<file path="src/rtl/traffic_phase_ctrl.sv">
// traffic_phase_ctrl: two-road signal sequencer GA->YA->GB->YB with pedestrian cut,
// enable hold and a night-mode yellow flash.
module traffic_phase_ctrl #(
    parameter int DW         = 7,
    parameter int T_GA       = 40,
    parameter int T_YA       = 5,
    parameter int T_GB       = 20,
    parameter int T_YB       = 5,
    parameter int T_PED      = 10,
    parameter int FLASH_HALF = 4
) (
    input  logic          clk,
    input  logic          rst_n,
    input  logic          en,
    input  logic          night,
    input  logic          ped_req,
    output logic [2:0]    state,
    output logic [DW-1:0] remain,
    output logic [2:0]    light_a,
    output logic [2:0]    light_b,
    output logic          phase_end
);
    if (T_GA < 1 || T_GA > 2**DW || T_YA < 1 || T_YA > 2**DW ||
        T_GB < 1 || T_GB > 2**DW || T_YB < 1 || T_YB > 2**DW ||
        T_PED < 1 || T_PED > 2**DW || FLASH_HALF < 1 || FLASH_HALF > 2**DW) begin : g_bad_param
        $fatal(1, "traffic_phase_ctrl: phase length parameter out of range for DW");
    end

    localparam logic [DW-1:0] L_GA  = DW'(T_GA - 1);
    localparam logic [DW-1:0] L_YA  = DW'(T_YA - 1);
    localparam logic [DW-1:0] L_GB  = DW'(T_GB - 1);
    localparam logic [DW-1:0] L_YB  = DW'(T_YB - 1);
    localparam logic [DW-1:0] L_PED = DW'(T_PED - 1);
    localparam logic [DW-1:0] L_FH  = DW'(FLASH_HALF - 1);

    typedef enum logic [2:0] {GA = 3'd0, YA = 3'd1, GB = 3'd2, YB = 3'd3, FLASH = 3'd4} st_t;

    st_t           st, st_nx;
    logic [DW-1:0] rem_nx;
    logic          blink, blink_nx;

    always_ff @(posedge clk or negedge rst_n) begin
        if (!rst_n) begin
            st     <= GA;
            remain <= L_GA;
            blink  <= 1'b0;
        end else begin
            st     <= st_nx;
            remain <= rem_nx;
            blink  <= blink_nx;
        end
    end

    // Priority: night, leaving FLASH / illegal codes, en hold, phase advance, pedestrian cut.
    always_comb begin
        st_nx     = st;
        rem_nx    = remain;
        blink_nx  = blink;
        phase_end = 1'b0;
        if (night) begin
            st_nx = FLASH;
            if (st != FLASH) begin
                rem_nx = L_FH;
            end else begin
                rem_nx   = (remain == '0) ? L_FH : remain - 1'b1;
                blink_nx = (remain == '0) ? ~blink : blink;
            end
        end else if (st == FLASH || st > YB) begin
            st_nx    = GA;
            rem_nx   = L_GA;
            blink_nx = 1'b0;
        end else if (en) begin
            if (remain == '0) begin
                phase_end = 1'b1;
                st_nx     = (st == GA) ? YA : (st == YA) ? GB : (st == GB) ? YB : GA;
                rem_nx    = (st == GA) ? L_YA : (st == YA) ? L_GB : (st == GB) ? L_YB : L_GA;
            end else if (ped_req && (st == GA || st == GB) && remain > L_PED) begin
                rem_nx = L_PED;
            end else begin
                rem_nx = remain - 1'b1;
            end
        end
    end

    // Unused encodings show all-red on both roads until recovery.
    always_comb begin
        light_a = (st == GA) ? 3'b001 : (st == YA) ? 3'b010 :
                  (st == FLASH) ? {1'b0, blink, 1'b0} : 3'b100;
        light_b = (st == GB) ? 3'b001 : (st == YB) ? 3'b010 :
                  (st == FLASH) ? {1'b0, blink, 1'b0} : 3'b100;
    end

    assign state = st;
endmodule

</file>
<file path="config.mk">
export PLATFORM = sky130hd
export DESIGN_NAME = traffic_phase_ctrl
export DESIGN_NICKNAME = d
export VERILOG_FILES = /design/src/rtl/traffic_phase_ctrl.sv
export SDC_FILE = /design/constraint.sdc
export NUM_CORES = 1
export LEC_CHECK = 0
export CAP_MARGIN = 20
export CORE_AREA = 2 2 48 50
export DETAILED_ROUTE_END_ITERATION = 12
export DIE_AREA = 0 0 50 52
export GPL_TIMING_DRIVEN = 0
export PLACE_DENSITY = 0.75
export REMOVE_ABC_BUFFERS = 1
export SLEW_MARGIN = 20
export SYNTH_ARGS = -nofsm -noshare
export SYNTH_HDL_FRONTEND = slang
export SYNTH_SLANG_ARGS = --single-unit
</file>
<file path="constraint.sdc">
create_clock -name clk -period 2.8 [get_ports clk]
set_clock_uncertainty 0.15 [all_clocks]
set_input_delay 0.28 -clock clk [delete_from_list [all_inputs] [get_ports clk]]
set_output_delay 0.28 -clock clk [all_outputs]
set_load 0.01 [all_outputs]
</file>
==> images/final_clocks.png <==
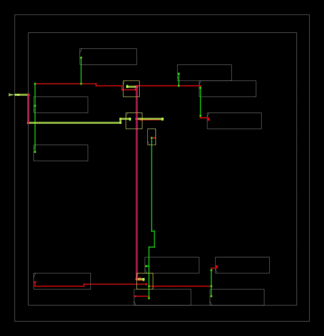
Latency at later pin: 0.29 ns
registers: 11
Power Clock: 0.119 mW
clock sink total: 11

==> images/clock_map.png <==
The bar under the picture is 20 µm long.
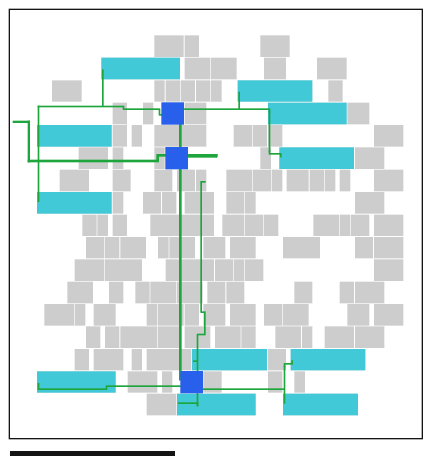
Green shows clock wires, length 194 µm. Cyan shows flip-flops, count 11. Blue shows cells driving clock nets, count 3.
There are 4 routed clock nets.

==> images/metal_stack.png <==
The bar under the picture is 20 µm long.
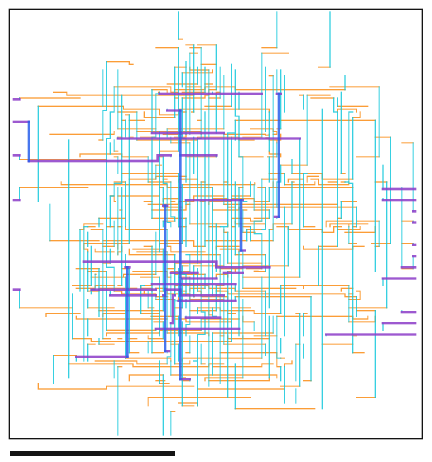
Blue shows met4, wire length 87.0 µm. Purple shows met3, wire length 208 µm. Orange shows met1, wire length 1170 µm. Cyan shows met2, wire length 1390 µm.

==> results.txt <==
impl run done, here's what came out: status complete, no violations, wire per inst 17.1 µm, Worst-Margin Slew 0.743 ns, total CTS buffers 3, Yosys chip area 970 µm², total gr overflow 0, vias per cell 6.41, worst reg2reg endpoint remain[0]$_DFFE_PN1P_, drt total wl 2.85 mm, clock buffer depth 2, Final #Nets 147, cell with the most instances after synthesis o21ai_0, r2r startpoint remain[0]$_DFFE_PN1P_, register share after synthesis 28.9%, R2R Setup Slk 0.55 ns, Hold Crit Class in2async, Chip Area 0.00260 mm², maxcap violations 0, Pwr Total 0.467 mW, Hold WS 0.184 ns, Port Buf Inserts 21, cts hold-fix bufs 0, Finish-stage setup viols 0, main flop type dfrtp_1, Top-area cell share 18.1%, H-tree Lvls 1, Setup Fix Bufs, Post-CTS 0, initial antenna violation count 0, pre-CTS setup slack 0.273 ns, Placed Area 0.00118 mm², post-route cell area 0.00122 mm², CTS tree yes, die width 50 µm, unrepaired setup endpoints after global routing true, first-pass GRT wire length 4.77 mm, Syn Area/Cell 7.88 µm², final core utilization 57.8%, Worst R2R Path Depth 6, Core Footprint 0.00211 mm², PwrDens 384 mW/mm², CP Capture Type primary output, cell count after synthesis 123, detailed placer's ending HPWL 2.00 mm, drt initial violations 55
==> images/pins.png <==
Pins as bars across the die edge, other pins in gray.
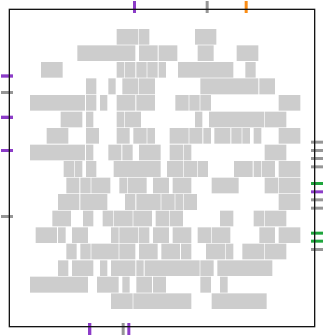
Orange shows night, pins 1, direction input, edge top. Green shows state, pins 3, direction output, edge right. Purple shows remain, pins 7, direction output, edge 3 left, 2 bottom, 1 right, 1 top.
All pins by edge: 11 right, 5 left, 3 top, 3 bottom.

==> images/registers.png <==
Other sequential cells in the stronger gray, the rest of the logic in the fainter gray.
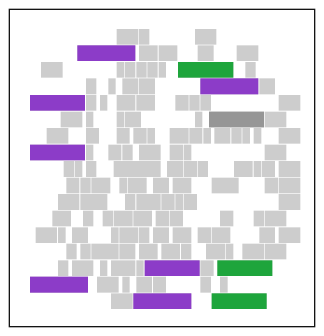
Green shows state, placed flops 3. Purple shows remain, placed flops 7.

kinds of logic (layout without fill, tap and decap cells):
group,count (synthesis),count (layout),synth area share [%]
simple gates,53,53,32.5
fa+ha+maj,2,2,2.58
buf+inv,17,33,6.71
xor+xnor,3,3,2.71
flops,11,11,28.9
compound gates,37,37,26.6
registers in the layout (all words and copies together) (netlist names):
register	count
remain	7
blink	1
state	3
area by class of cell:
type / instances / area, µm²
fillers: 195 / 890
multi-input cells: 95 / 634
flip-flops and latches: 11 / 280
repair buffers: 21 / 210
well taps: 28 / 35.0
inverters: 8 / 30.0
clock buffers: 4 / 26.3
power breakdown:
| part | total (mW) | switching, mW | internal (mW) | leakage (nW) |
|---|---|---|---|---|
| combinational | 0.142 | 0.0750 | 0.0670 | 0.314 |
| sequential | 0.206 | 0.0291 | 0.177 | 0.137 |
| clock | 0.119 | 0.0632 | 0.0555 | 0.0150 |
cell usage in the layout, fill, tap and decap left out, types with 3 or more instances in the layout:
| cell type | netlist | layout |
|---|---|---|
| nor2_1 | 8 | 8 |
| nand4_1 | 4 | 4 |
| dfrtp_1 | 7 | 7 |
| clkdlybuf4s50_1 | 0 | 21 |
| dfstp_2 | 4 | 4 |
| nand2_1 | 8 | 7 |
| nor2b_1 | 5 | 4 |
| nand3_1 | 6 | 6 |
| a21oi_1 | 6 | 6 |
| xor2_1 | 3 | 3 |
| inv_1 | 8 | 8 |
| clkbuf_4 | 0 | 3 |
| o21ai_0 | 9 | 9 |
| nor3_1 | 4 | 4 |
how the worst max path moves through the flow:
| stage | from | to | slack (ns) | cells after the start |
|---|---|---|---|---|
| after floorplan | remain[1]$_DFFE_PN1P_ | remain[5]$_DFFE_PN1P_ | 0.77 | 6 |
| after global placement | night | phase_end | 0.24 | 5 |
| after detailed placement | night | phase_end | 0.27 | 5 |
| after CTS | remain[0]$_DFFE_PN1P_ | phase_end | 0.02 | 6 |
| after global routing | remain[4]$_DFFE_PN0P_ | phase_end | -0.02 | 4 |
| final | remain[4]$_DFFE_PN0P_ | phase_end | 0.11 | 4 |
per-layer routing:
layer | up-vias | track usage [%] | wire length, µm
met5 | - | 0 | 0
met3 | 13 | 3.16 | 208
li1 | 491 | - | -
met4 | 0 | 11.6 | 87
met1 | 504 | 30.4 | 1170
met2 | 63 | 41.7 | 1390
worst max-delay path, stage by stage (launching register included):
cell and delay [ns]:
dfrtp_1 0.51, nor4_4 0.51, nand2_2 0.24, nor2_1 0.15, clkdlybuf4s50_1 0.55
Power and IR drop assume default switching activity.
